--- src/rtl/thread_regfile.sv ---
// Per-thread register file: R0-R12 general purpose, R13 %blockIdx,
// R14 %blockDim, R15 %threadIdx. Registered rs/rt read ports for EXECUTE,
// write-back in UPDATE, and a 13-cycle clear sequence on block dispatch.
// Optional feature macro: REGFILE_WRITE_PROTECT_EN (sticky illegal_write on
// attempted writes to R13-R15).
module thread_regfile #(
  parameter int DATA_BITS         = 8,
  parameter int THREADS_PER_BLOCK = 4,
  parameter int THREAD_ID         = 0
) (
  input  logic                 clk,
  input  logic                 reset,
  input  logic                 enable,
  input  logic [7:0]           block_id,
  input  logic                 clear,
  output logic                 busy,
  input  logic [2:0]           core_state,
  input  logic [3:0]           decoded_rd_address,
  input  logic [3:0]           decoded_rs_address,
  input  logic [3:0]           decoded_rt_address,
  input  logic                 decoded_reg_write_enable,
  input  logic [1:0]           decoded_reg_input_mux,
  input  logic [DATA_BITS-1:0] decoded_immediate,
  input  logic [DATA_BITS-1:0] alu_out,
  input  logic [DATA_BITS-1:0] lsu_out,
  output logic [DATA_BITS-1:0] rs,
  output logic [DATA_BITS-1:0] rt,
  output logic                 illegal_write
);

  localparam int          NUM_GPR   = 13;
  localparam logic [2:0]  ST_REQ    = 3'b011;
  localparam logic [2:0]  ST_UPD    = 3'b110;
  localparam logic [3:0]  LAST_GPR  = 4'd12;

  typedef enum logic {IDLE, CLEAR} state_t;

  state_t               state, state_nxt;
  logic [3:0]           cnt, cnt_nxt;
  logic [DATA_BITS-1:0] regs    [0:NUM_GPR];   // R0-R13
  logic [DATA_BITS-1:0] rf_view [0:15];
  logic [DATA_BITS-1:0] wr_data;
  logic                 clr_acc, wr_q, rd_q, wr_gpr;

  assign busy    = (state == CLEAR);
  assign clr_acc = (state == IDLE) && clear;
  assign rd_q    = enable && !busy && (core_state == ST_REQ);
  assign wr_q    = enable && !busy && (core_state == ST_UPD) &&
                   decoded_reg_write_enable && (decoded_reg_input_mux != 2'b11);
  assign wr_gpr  = wr_q && (decoded_rd_address < 4'd13);

  // Clear-sequence state and counter register
  always_ff @(posedge clk or negedge reset) begin
    if (!reset) begin
      state <= IDLE;
      cnt   <= '0;
    end else begin
      state <= state_nxt;
      cnt   <= cnt_nxt;
    end
  end

  // Next-state: one register zeroed per CLEAR cycle, leave after R12
  always_comb begin
    state_nxt = state;
    cnt_nxt   = cnt;
    case (state)
      IDLE: if (clear) begin
        state_nxt = CLEAR;
        cnt_nxt   = '0;
      end
      CLEAR: begin
        cnt_nxt = cnt + 4'd1;
        if (cnt == LAST_GPR) begin
          state_nxt = IDLE;
          cnt_nxt   = '0;
        end
      end
      default: state_nxt = IDLE;
    endcase
  end

  // Write-back source select; reserved encoding never reaches a register
  always_comb begin
    wr_data = alu_out;
    case (decoded_reg_input_mux)
      2'b01:   wr_data = lsu_out;
      2'b10:   wr_data = decoded_immediate;
      default: wr_data = alu_out;
    endcase
  end

  // Register array: clear sequence, write-back, and %blockIdx capture
  always_ff @(posedge clk or negedge reset) begin
    if (!reset) begin
      for (int i = 0; i <= NUM_GPR; i++) regs[i] <= '0;
    end else begin
      for (int i = 0; i < NUM_GPR; i++) begin
        if (busy && (cnt == 4'(i)))
          regs[i] <= '0;
        else if (wr_gpr && (decoded_rd_address == 4'(i)))
          regs[i] <= wr_data;
      end
      if (clr_acc) regs[NUM_GPR] <= DATA_BITS'(block_id);
    end
  end

  // Full 16-entry read view including the constant specials
  always_comb begin
    for (int i = 0; i <= NUM_GPR; i++) rf_view[i] = regs[i];
    rf_view[14] = DATA_BITS'(THREADS_PER_BLOCK);
    rf_view[15] = DATA_BITS'(THREAD_ID);
  end

  // Registered operand ports; hold unless a qualifying REQUEST
  always_ff @(posedge clk or negedge reset) begin
    if (!reset) begin
      rs <= '0;
      rt <= '0;
    end else if (rd_q) begin
      rs <= rf_view[decoded_rs_address];
      rt <= rf_view[decoded_rt_address];
    end
  end

`ifdef REGFILE_WRITE_PROTECT_EN
  // Sticky flag for write attempts to R13-R15; cleared by clear acceptance
  always_ff @(posedge clk or negedge reset) begin
    if (!reset)
      illegal_write <= 1'b0;
    else if (clr_acc)
      illegal_write <= 1'b0;
    else if (wr_q && (decoded_rd_address >= 4'd13))
      illegal_write <= 1'b1;
  end
`else
  assign illegal_write = 1'b0;
`endif

endmodule

--- config.mk ---
export PLATFORM = sky130hd
export DESIGN_NAME = thread_regfile
export DESIGN_NICKNAME = d
export VERILOG_FILES = /design/src/rtl/thread_regfile.sv
export SDC_FILE = /design/constraint.sdc
export NUM_CORES = 1
export LEC_CHECK = 0
export CORE_ASPECT_RATIO = 0.6
export CORE_UTILIZATION = 50
export CTS_CLUSTER_DIAMETER = 50
export DETAILED_ROUTE_END_ITERATION = 16
export GPL_TIMING_DRIVEN = 0
export PLACE_DENSITY = 0.8
export SLEW_MARGIN = 20
export SYNTH_ARGS = -nofsm -noshare
export SYNTH_HDL_FRONTEND = slang
export SYNTH_SLANG_ARGS = --single-unit
--- constraint.sdc ---
create_clock -name clk -period 4.9 [get_ports clk]
set_input_delay 0.49 -clock clk [delete_from_list [all_inputs] [get_ports clk]]
set_output_delay 0.49 -clock clk [all_outputs]
set_load 0.01 [all_outputs]
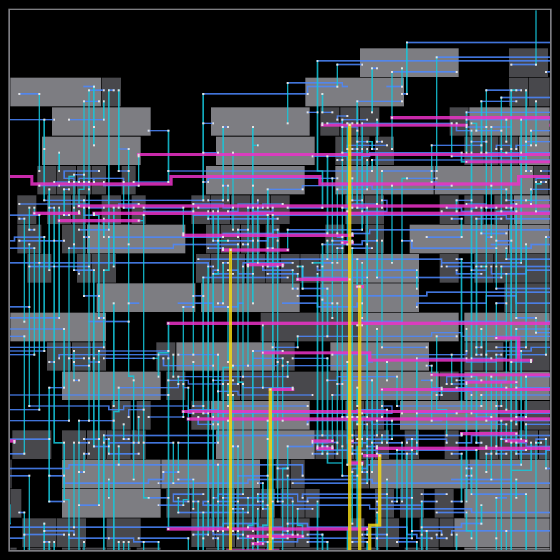
**Above:** close-up of the layout.
Region (15, 46) to (65, 96) µm. Cells in gray, sequential cells in the stronger gray; small squares are vias.
[met4] yellow
[met3] magenta
[met2] cyan
[met1] blue
netlist names of flops here include: regs (35)
most frequent: dfrtp_1 (35), nand3_1 (24), o21ai_0 (24)
cells with their middle in the window: 149
sequential cells in the window: 35

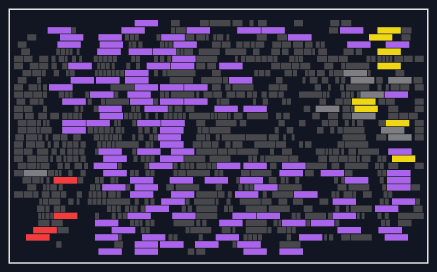
**Above:** where the registers sit.
Other sequential cells in the stronger gray, the rest of the logic in the fainter gray.
[rt] yellow | placed flops: 8
[regs] purple | placed flops: 112 | where: spread over the die
[cnt] red | placed flops: 4 | where: south-west
not colored: 9
Core Util, Final: 63.39%
Seq/total area: 37.40%
Power Sequential: 1.38 mW
FF+latch area: 3328 µm²

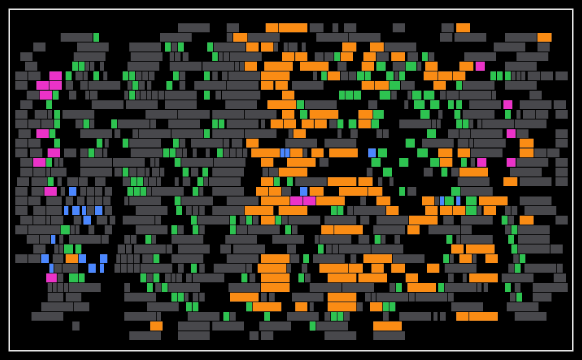
**Above:** logic cells by family.
[NOR gates] blue | cells: 19 | most used: nor2b_1
[inverting AOI/OAI gates] green | cells: 153 | most used: o21ai_0 | where: spread over the die
[multiplexers] orange | cells: 112 | most used: mux2i_1
[AND-OR and OR-AND gates] magenta | cells: 16 | most used: a221o_1
Post-Layout Cell Count: 984
most instantiated logic cell after routing: dfrtp_1
Comb/total area: 42.22%

==> results.cfg <==
; generated from flow reports
[worst_setup_path]
critPathMaxFanout = 10
worst-r2r-cell-count = 7

[layout]
num-fill-cells = 1101
n_antenna_cell = 0

[route]
ant_nets = 0
vias_per_cell = 6.505
wire_per_inst_um = 24.88

[logic_synthesis]
ff_type = dfrtp_1
seq_area_frac_synth_pct = 45.07
synth_area_um2 = 7385
aoi_share_pct = 13.49
synthesis.nets = 753

[final_timing]
rsz0062_at_grt = false
setup_viol = 0
post-route-period-util_pct = 58.85

[clock_network]
htreeDepth = 4
clk_pin_slew_ns = 0.06

[status]
status = completed

[power_and_ir_drop]
power_mw = 3.383

[min_path]
hold_path_startpoint = rs[0]
min_path_type = reg2reg

[grt]
grt_util_all_layers_pct = 33.66
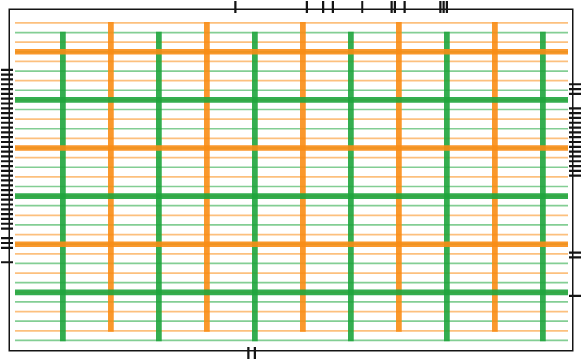
**Above:** supply network.
Pins as bars on the die edge.
[VSS] green
[VDD] orange
met4 straps: 11
rows: 33
met1 rails: 34
core region area: 14040 µm²
die width: 158.9 µm
Die Ht: 96.14 µm
Peak supply drop: 0.1939 mV

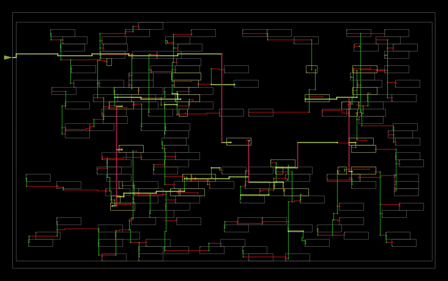
**Above:** the clock network.
CTS sink cnt: 133
clk_lat worst skew: 0.42 ns
clock network power: 1.24 mW
Flops: 133
TritonCTS buffer count: 17

[cells in the final DEF, fill, tap and decap left out, types with 13 or more instances in the layout]
master and count:
dfrtp_1 133, o21ai_0 101, nand3_1 87, clkdlybuf4s50_1 65
mux2i_1 52, nand2_1 43, mux4_2 37, clkbuf_1 35
mux2_2 21, a21oi_1 17, clkbuf_16 17, buf_2 14
or2_2 13
[per-stage QoR]
step | area [µm²] | setup TNS [ns] | setup slack (ns) | std cells | utilization (%)
after detailed placement | 8318 | 0 | 1.597 | 951 | 59.25
after floorplan | 7385 | 0 | 2.878 | 692 | -
final | 8899 | 0 | 2.016 | 984 | 63.39
after global placement | 8285 | -215.27 | -1.634 | 950 | 59.02
after global routing | 8899 | 0 | 1.810 | 984 | 63.39
after CTS | 8899 | 0 | 2.046 | 984 | 63.39
[registers in the layout, summed over array words and instances (netlist names)]
signal  flops
regs      112
rs          8
rt          8
cnt         4
busy        1
[power breakdown]
group / total [mW] / switching, mW / internal [mW]
registers: 1.38 / 0.135 / 1.24
clock network: 1.24 / 0.532 / 0.712
logic: 0.762 / 0.438 / 0.324
total: 3.38 / 1.10 / 2.28
[how the worst max path moves through the flow]
stage	start	endpoint	slack, ns	cells past startpoint
finish	decoded_reg_input_mux[0]	regs[83]	2.02	8
global route	decoded_reg_input_mux[0]	regs[83]	1.81	8
CTS	decoded_reg_input_mux[0]	regs[83]	2.05	8
detailed placement	decoded_reg_input_mux[0]	regs[83]	1.60	8
global placement	reset	regs[8]	-1.63	1
floorplan	decoded_rt_address[1]	rt[7]	2.88	4
[logic make-up after synthesis]
kind of cell | Yosys count
and+or+nand+nor | 202
AOI/OAI and AO/OA | 169
DFF | 133
muxes | 112
buffers and inverters | 68
adders and majority gates | 7
other | 1
[routing by layer]
layer  track usage, %  up-vias  share of wire (%)
li1                 -     2787                  -
met1            46.46     3148                 42
met2            47.62      415                 41
met3            14.91       51                 15
met4            9.856        0                2.3
met5                0        -                  0
[cells in the mapped netlist, types with 3 or more instances]
cell | count | area (µm²)
nand2b_1 | 3 | 18.77
inv_1 | 11 | 41.29
a21oi_1 | 17 | 85.08
o21ai_0 | 101 | 505.5
dfrtp_1 | 133 | 3328
nand2_1 | 43 | 161.4
or2_2 | 13 | 81.33
mux2_2 | 21 | 236.5
and2_1 | 5 | 31.28
nand3b_1 | 9 | 67.56
a21o_1 | 5 | 37.54
o31ai_1 | 3 | 22.52
mux2i_1 | 52 | 520.5
o22ai_1 | 8 | 50.05
buf_2 | 14 | 70.07
mux4_2 | 37 | 833.3
ha_1 | 7 | 87.58
nor2_1 | 9 | 33.78
a211oi_1 | 10 | 75.07
nand3_1 | 87 | 435.4
a221o_1 | 10 | 100.1
a221oi_1 | 5 | 43.79
nor2b_1 | 10 | 62.56
buf_4 | 5 | 37.54
clkbuf_1 | 34 | 127.6
nand4_1 | 11 | 68.82
and4_1 | 3 | 26.28
[area by class of cell]
class                           count  area share, %
Buffer                             56          2.854
Clock buffer                       18          4.823
Clock inverter                     14          1.589
Inverter                           12         0.5062
Multi-Input combinational cell    491          42.22
Sequential cell                   133          37.40
Tap cell                          192          2.700
Timing Repair Buffer               68          7.902
No activity file was given, so power comes from the tool's default toggle rates.
